File: config.mk
export PLATFORM = sky130hd
export DESIGN_NAME = cic_comb_decimator
export DESIGN_NICKNAME = d
export VERILOG_FILES = /design/src/rtl/cic_pkg.sv /design/src/rtl/cic_comb.sv /design/src/rtl/cic_comb_decimator.sv
export SDC_FILE = /design/constraint.sdc
export NUM_CORES = 2
export LEC_CHECK = 0
export CORE_MARGIN = 1
export CORE_UTILIZATION = 42
export DETAILED_ROUTE_END_ITERATION = 12
export PLACE_DENSITY = 0.63
export SLEW_MARGIN = 40
export SYNTH_ARGS = -nofsm -noshare
export SYNTH_HDL_FRONTEND = slang
export SYNTH_SLANG_ARGS = --single-unit
File: constraint.sdc
create_clock -name clock -period 4.4 [get_ports clock]
set_input_delay 0.44 -clock clock [delete_from_list [all_inputs] [get_ports clock]]
set_output_delay 0.44 -clock clock [all_outputs]
set_load 0.005 [all_outputs]
File: src/rtl/cic_pkg.sv
// Shared constants and helpers for the CIC receive path.
// CIC_COMB_ROUND_EN (optional define) adds a rounding stage and one clock of comb latency.
package cic_pkg;

  localparam int CIC_MAX_DIFF_DELAY = 2;

  // Bits needed to hold 0..value-1; never less than 1.
  function automatic int cic_clog2(input int value);
    int r;
    int v;
    r = 0;
    v = value - 1;
    while (v > 0) begin
      r = r + 1;
      v = v >> 1;
    end
    return (r == 0) ? 1 : r;
  endfunction

  // Clocks from the capturing in_strobe edge to out_strobe.
  function automatic int CIC_COMB_LATENCY(input int stages);
`ifdef CIC_COMB_ROUND_EN
    return stages + 2;
`else
    return stages + 1;
`endif
  endfunction

endpackage

File: src/rtl/cic_comb.sv
// Single registered CIC comb section: y = x - x delayed by DIFF_DELAY valid samples.
module cic_comb
  import cic_pkg::*;
#(
  parameter int WIDTH      = 64,
  parameter int DIFF_DELAY = 1
) (
  input  logic             clock,
  input  logic             reset_n,
  input  logic             in_valid,
  input  logic [WIDTH-1:0] in_data,
  output logic             out_valid,
  output logic [WIDTH-1:0] out_data
);

  localparam int DLY = (DIFF_DELAY > CIC_MAX_DIFF_DELAY) ? CIC_MAX_DIFF_DELAY :
                       ((DIFF_DELAY < 1) ? 1 : DIFF_DELAY);

  logic [WIDTH-1:0] dly_q [DLY];
  logic [WIDTH-1:0] y_q;
  logic             v_q;

  // Delay line advances only on valid samples; subtraction wraps modulo 2^WIDTH.
  always_ff @(posedge clock or negedge reset_n) begin
    if (!reset_n) begin
      for (int i = 0; i < DLY; i++) dly_q[i] <= '0;
      y_q <= '0;
      v_q <= 1'b0;
    end else begin
      v_q <= in_valid;
      if (in_valid) begin
        y_q      <= in_data - dly_q[DLY-1];
        dly_q[0] <= in_data;
        for (int i = 1; i < DLY; i++) dly_q[i] <= dly_q[i-1];
      end
    end
  end

  assign out_valid = v_q;
  assign out_data  = y_q;

endmodule

File: src/rtl/cic_comb_decimator.sv
// CIC decimator rate-change plus pipelined comb chain with MSB pruning.
// CIC_COMB_ROUND_EN selects round-half-up before pruning (one extra clock of latency).
module cic_comb_decimator
  import cic_pkg::*;
#(
  parameter int IN_WIDTH   = 64,
  parameter int OUT_WIDTH  = 24,
  parameter int RATE       = 40,
  parameter int STAGES     = 5,
  parameter int DIFF_DELAY = 1
) (
  input  logic                 clock,
  input  logic                 reset_n,
  input  logic                 in_strobe,
  input  logic [IN_WIDTH-1:0]  in_data,
  output logic                 out_strobe,
  output logic [OUT_WIDTH-1:0] out_data
);

  localparam int CNT_W = cic_clog2(RATE);

  logic [CNT_W-1:0]    cnt_q, cnt_d;
  logic                cnt_last;
  logic                cap_v_q;
  logic [IN_WIDTH-1:0] cap_q;

  assign cnt_last = (cnt_q == CNT_W'(RATE - 1));

  always_comb begin
    cnt_d = cnt_q;
    if (in_strobe) cnt_d = cnt_last ? '0 : cnt_q + CNT_W'(1);
  end

  always_ff @(posedge clock or negedge reset_n) begin
    if (!reset_n) begin
      cnt_q   <= '0;
      cap_v_q <= 1'b0;
      cap_q   <= '0;
    end else begin
      cnt_q   <= cnt_d;
      cap_v_q <= in_strobe && cnt_last;
      if (in_strobe && cnt_last) cap_q <= in_data;
    end
  end

  // Index 0 is the decimated capture; index k+1 is the output of comb k.
  logic [IN_WIDTH-1:0] c_data [STAGES+1];
  logic [STAGES:0]     c_valid;

  assign c_data[0]  = cap_q;
  assign c_valid[0] = cap_v_q;

  for (genvar k = 0; k < STAGES; k++) begin : g_comb
    cic_comb #(
      .WIDTH      (IN_WIDTH),
      .DIFF_DELAY (DIFF_DELAY)
    ) u_comb (
      .clock     (clock),
      .reset_n   (reset_n),
      .in_valid  (c_valid[k]),
      .in_data   (c_data[k]),
      .out_valid (c_valid[k+1]),
      .out_data  (c_data[k+1])
    );
  end

  logic [IN_WIDTH-1:0] fin_data;
  logic                fin_v;

`ifdef CIC_COMB_ROUND_EN
  localparam int RSH = (IN_WIDTH > OUT_WIDTH) ? (IN_WIDTH - OUT_WIDTH - 1) : 0;
  localparam logic [IN_WIDTH-1:0] ROUND_K =
    (IN_WIDTH > OUT_WIDTH) ? (IN_WIDTH'(1) << RSH) : '0;

  logic [IN_WIDTH-1:0] rnd_q;
  logic                rnd_v_q;

  // Half-LSB offset wraps modulo 2^IN_WIDTH rather than saturating.
  always_ff @(posedge clock or negedge reset_n) begin
    if (!reset_n) begin
      rnd_q   <= '0;
      rnd_v_q <= 1'b0;
    end else begin
      rnd_v_q <= c_valid[STAGES];
      if (c_valid[STAGES]) rnd_q <= c_data[STAGES] + ROUND_K;
    end
  end

  assign fin_data = rnd_q;
  assign fin_v    = rnd_v_q;
`else
  assign fin_data = c_data[STAGES];
  assign fin_v    = c_valid[STAGES];
`endif

  logic [OUT_WIDTH-1:0] out_q;
  logic                 ostb_q;

  always_ff @(posedge clock or negedge reset_n) begin
    if (!reset_n) begin
      out_q  <= '0;
      ostb_q <= 1'b0;
    end else begin
      ostb_q <= fin_v;
      if (fin_v) out_q <= fin_data[IN_WIDTH-1 -: OUT_WIDTH];
    end
  end

  assign out_strobe = ostb_q;
  assign out_data   = out_q;

endmodule

floorplan.png
Bar = 100 um. Pins as bars on the die edge.
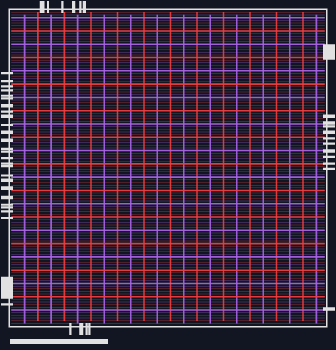
VDD: shown in red. VSS: shown in purple.
The core has 117 rows. 118 met1 rails follow the rows. 23 straps on met5. 23 straps on met4.
core area: 102,000 sq um
Die Height: 323.4 um
Die Width: 323.4 um

class_map.png
Fill, decap, tap and diode cells in gray.
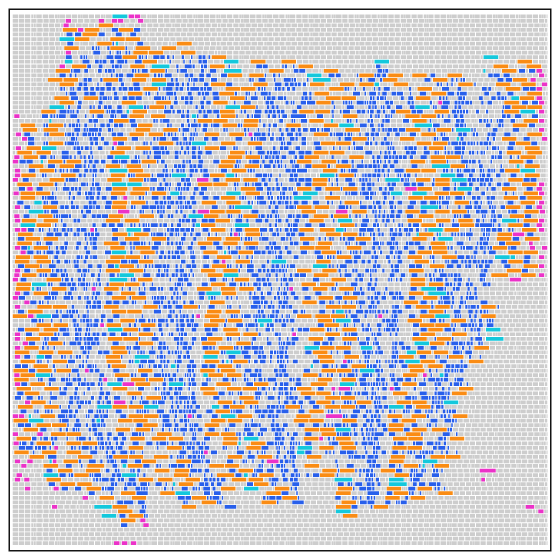
clock drivers and dummy loads: shown in cyan, cells 144, share of their area 6.1%. remaining buffers and delay cells: shown in magenta, cells 131, share of their area 3.0%. sequential cells: shown in orange, cells 701, share of their area 37%. remaining logic cells: shown in blue, cells 3,778, share of their area 53%.
Design Area, Final: 48,570 sq um
# rows: 117

clock_wires.png
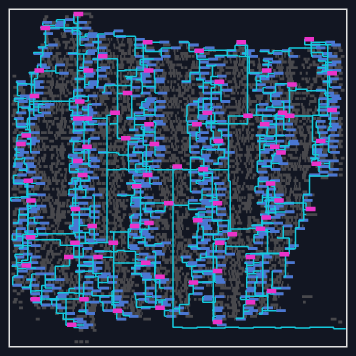
clock-net drivers: shown in magenta, count 80. flip-flops: shown in blue, count 701. clock wires: shown in cyan, length 9,400 um.
Position of the flops: spread over the die.
clock group power: 7.19 mW
Clk pwr share: 16.5%
Layout Skew: 28.14 ps
clk latency late pin: 650 ps

==> flow_summary_export.csv <==
group,metric,value,unit
placement,place_hpwl,67180,um
die,pin_count,92,
yosys,top_cells_by_area,"dfrtp_1, ha_1, mux2_2, o21ai_0, nand2_1",
route,viasPerCell,5.239,
setup_path,regToRegSetupSlack,480,ps
global_routing,grt_pass1_vias,31420,
setup_path,reg2reg_to,"g_comb[3].u_comb.out_data[56]",
final_timing,min_period,3924,ps
yosys,synthesis.nets,5087,
clock_network,cts_resized,0,
power,power.density,897.5,nW/um^2
power,vdd_drop_max,0.0004867,V
clock_network,cts_tree,"built",
yosys,most_common_cell,"dfrtp_1",
yosys,ys_cells,4701,
final_timing,setup_ws,475.8,ps
yosys,aoi_share,19.68,%
final_timing,max_freq,254.8,MHz
yosys,ys_sh_simple,11.04,%
yosys,ys.flops,701,
placement,dpl.cell_count,5976,
final_timing,setup_tns,0,ps
yosys,synth.distinct_cells,90,
setup_path,cp-end-kind,"register",
power,p_leak,24.25,nW
placement,place.gp.congestion,0.8728,
placement,post-place-ws,438.7,ps
clock_network,cts_buffer_depth,3,
layout,instances_no_fill,6122,
power,comb-power,28.7,mW
global_routing,grt_overflow,0,
layout,final_cell_mix,"dfrtp_1, nand2_1, o21ai_0",
setup_path,required,4920,ps
global_routing,grt_max_degree,141,
power,swShare,43.26,%
power,seqPwrFrac,17.7,%
setup_path,path_class,"reg2reg",
worst_hold_path,hold_class,"in2reg",
final_timing,finalHoldViolCount,0,
yosys,edf_count,0,
worst_hold_path,worstHoldStart,"in_data[0]",
clock_network,path_clk_slew,60,ps
die,die_area,104600,sq um
yosys,synth_area_leader_cell,"dfrtp_1",
yosys,synthCells,4701,
yosys,adder_share,9.271,%
layout,antennaDiodeCount,0,
yosys,mux_share,8.815,%
yosys,ff_type,"dfrtp_1",
final_timing,finalSetupViolCount,0,
route,drt_wl_total,90370,um
layout,nets,5078,
final_timing,tightest_slew,796.2,ps
yosys,postSynthSeqShare,40.44,%
outcome,status,"completed",
final_timing,grt_setup_unrepaired,"false",
final_timing,finalCritPeriodShare,89.19,%
setup_path,rr_startpoint,"g_comb[2].u_comb.out_data[0]",
yosys,top_area_share,40.44,%
yosys,synth-area-yosys,43380,sq um
route,drc,0,
die,fp_util,42.51,%
route,ant_nets,0,
layout,drive_gt1_share,11.57,%
clock_network,cts-root-buf,"clkbuf_16",
global_routing,track_usage,17.66,%
yosys,syn_area_per_cell,9.227,sq um
yosys,yosysWarnings,0,
yosys,synth-async-reset-ratio,100.0,%
setup_path,critPathLaunch,"g_comb[2].u_comb.out_data[0]",
job,log.warning_count,32,
final_timing,whs,374.3,ps
job,drv_cap,0,
setup_path,crit_arrival,4440,ps
layout,final_core_util,47.60,%
clock_network,cts_sinks,701,
yosys,common_cells,"dfrtp_1, nand2_1, o21ai_0, inv_1, a21oi_1",
final_timing,drv_slew,0,
yosys,logic_family,"AND-OR/OR-AND gates",
route,wl_per_cell,14.76,um
power,p_seq,7.70,mW
placement,placed_area,45660,sq um
setup_path,worst_setup_path_start_kind,"register",
power,top_power_group,"combinational logic",
route,detail_route.first_pass.iterations,7,
power,finalPower,43.59,mW
route,vias,32070,
clock_network,cts-htree-levels,3,
power,p_comb_share,65.8,%
yosys,ys_sh_xor,5.330,%
layout,lay_top_count,"dfrtp_1",
global_routing,antenna_found_initial,0,
setup_path,cp_max_fo,4,
power,intPower,24.73,mW
yosys,syn_area,43380,sq um
global_routing,grt_pass1_wl,156600,um
placement,portBuffers,91,
layout,syn2layout_area_growth,11.96,%
setup_path,worstSetupEndpoint,"g_comb[3].u_comb.out_data[56]",
final_timing,slew_headroom,46.92,%
route,drt_iter0_markers,1897,
setup_path,worst_r2r_path_depth,15,
power,p_sw,18.86,mW
clock_network,cts_buffers,80,
[sequential cells by signal (all words and copies together), names as in the netlist]
name and count:
out_strobe 1, cnt_q 6, g_comb.u_comb.out_data 280, out_data 24
cap_v_q 1, g_comb.u_comb.dly_q 320, g_comb.u_comb.out_valid 5, cap_q 64
[per-layer routing]
| metal | vias to the layer above | track usage, % | share of wire, % |
|---|---|---|---|
| li1 | 16490 | - | - |
| met1 | 14990 | 25.77 | 51 |
| met2 | 429 | 27.13 | 43 |
| met3 | 160 | 2.135 | 2.6 |
| met4 | 0 | 5.487 | 2.9 |
| met5 | - | 0 | 0 |
[layout make-up]
cell class / instances / area [sq um]
Fill cell: 9725 / 53470
Multi-Input combinational cell: 3374 / 23510
Sequential cell: 701 / 17560
Clock buffer: 103 / 2200
Tap cell: 1368 / 1712
Inverter: 404 / 1516
Timing Repair Buffer: 131 / 1396
Clock inverter: 41 / 674.4
[how the worst min path moves through the flow]
stage                                     to  slack (ps)  depth (start not counted)
6_report                            cap_q[0]         370                          3
4_1_cts                             cap_q[0]         330                          3
3_5_place_dp    g_comb[3].u_comb.out_data[7]         470                          2
2_1_floorplan                       cap_q[0]         140                          0
3_3_place_gp   g_comb[4].u_comb.out_data[51]         480                          1
5_1_grt                             cap_q[0]         370                          3
[worst max-delay path: stages, from the launching register on]
cell	delay [ps]
dfrtp_1	340
inv_1	60
ha_1	210
fa_1	400
nand2b_1	180
a21oi_1	280
o41ai_2	170
a211o_1	320
a2111oi_0	450
buf_4	210
nand2_1	80
a211o_1	340
a21oi_1	220
a31oi_1	140
xnor2_1	150
mux2_2	260
[repair_timing]
action	4_1_cts	5_1_grt
hold buffers	1	0
endpoints found under the hold margin	94	0
buffers inserted	0	0
Power is estimated from default activity; no workload was simulated.
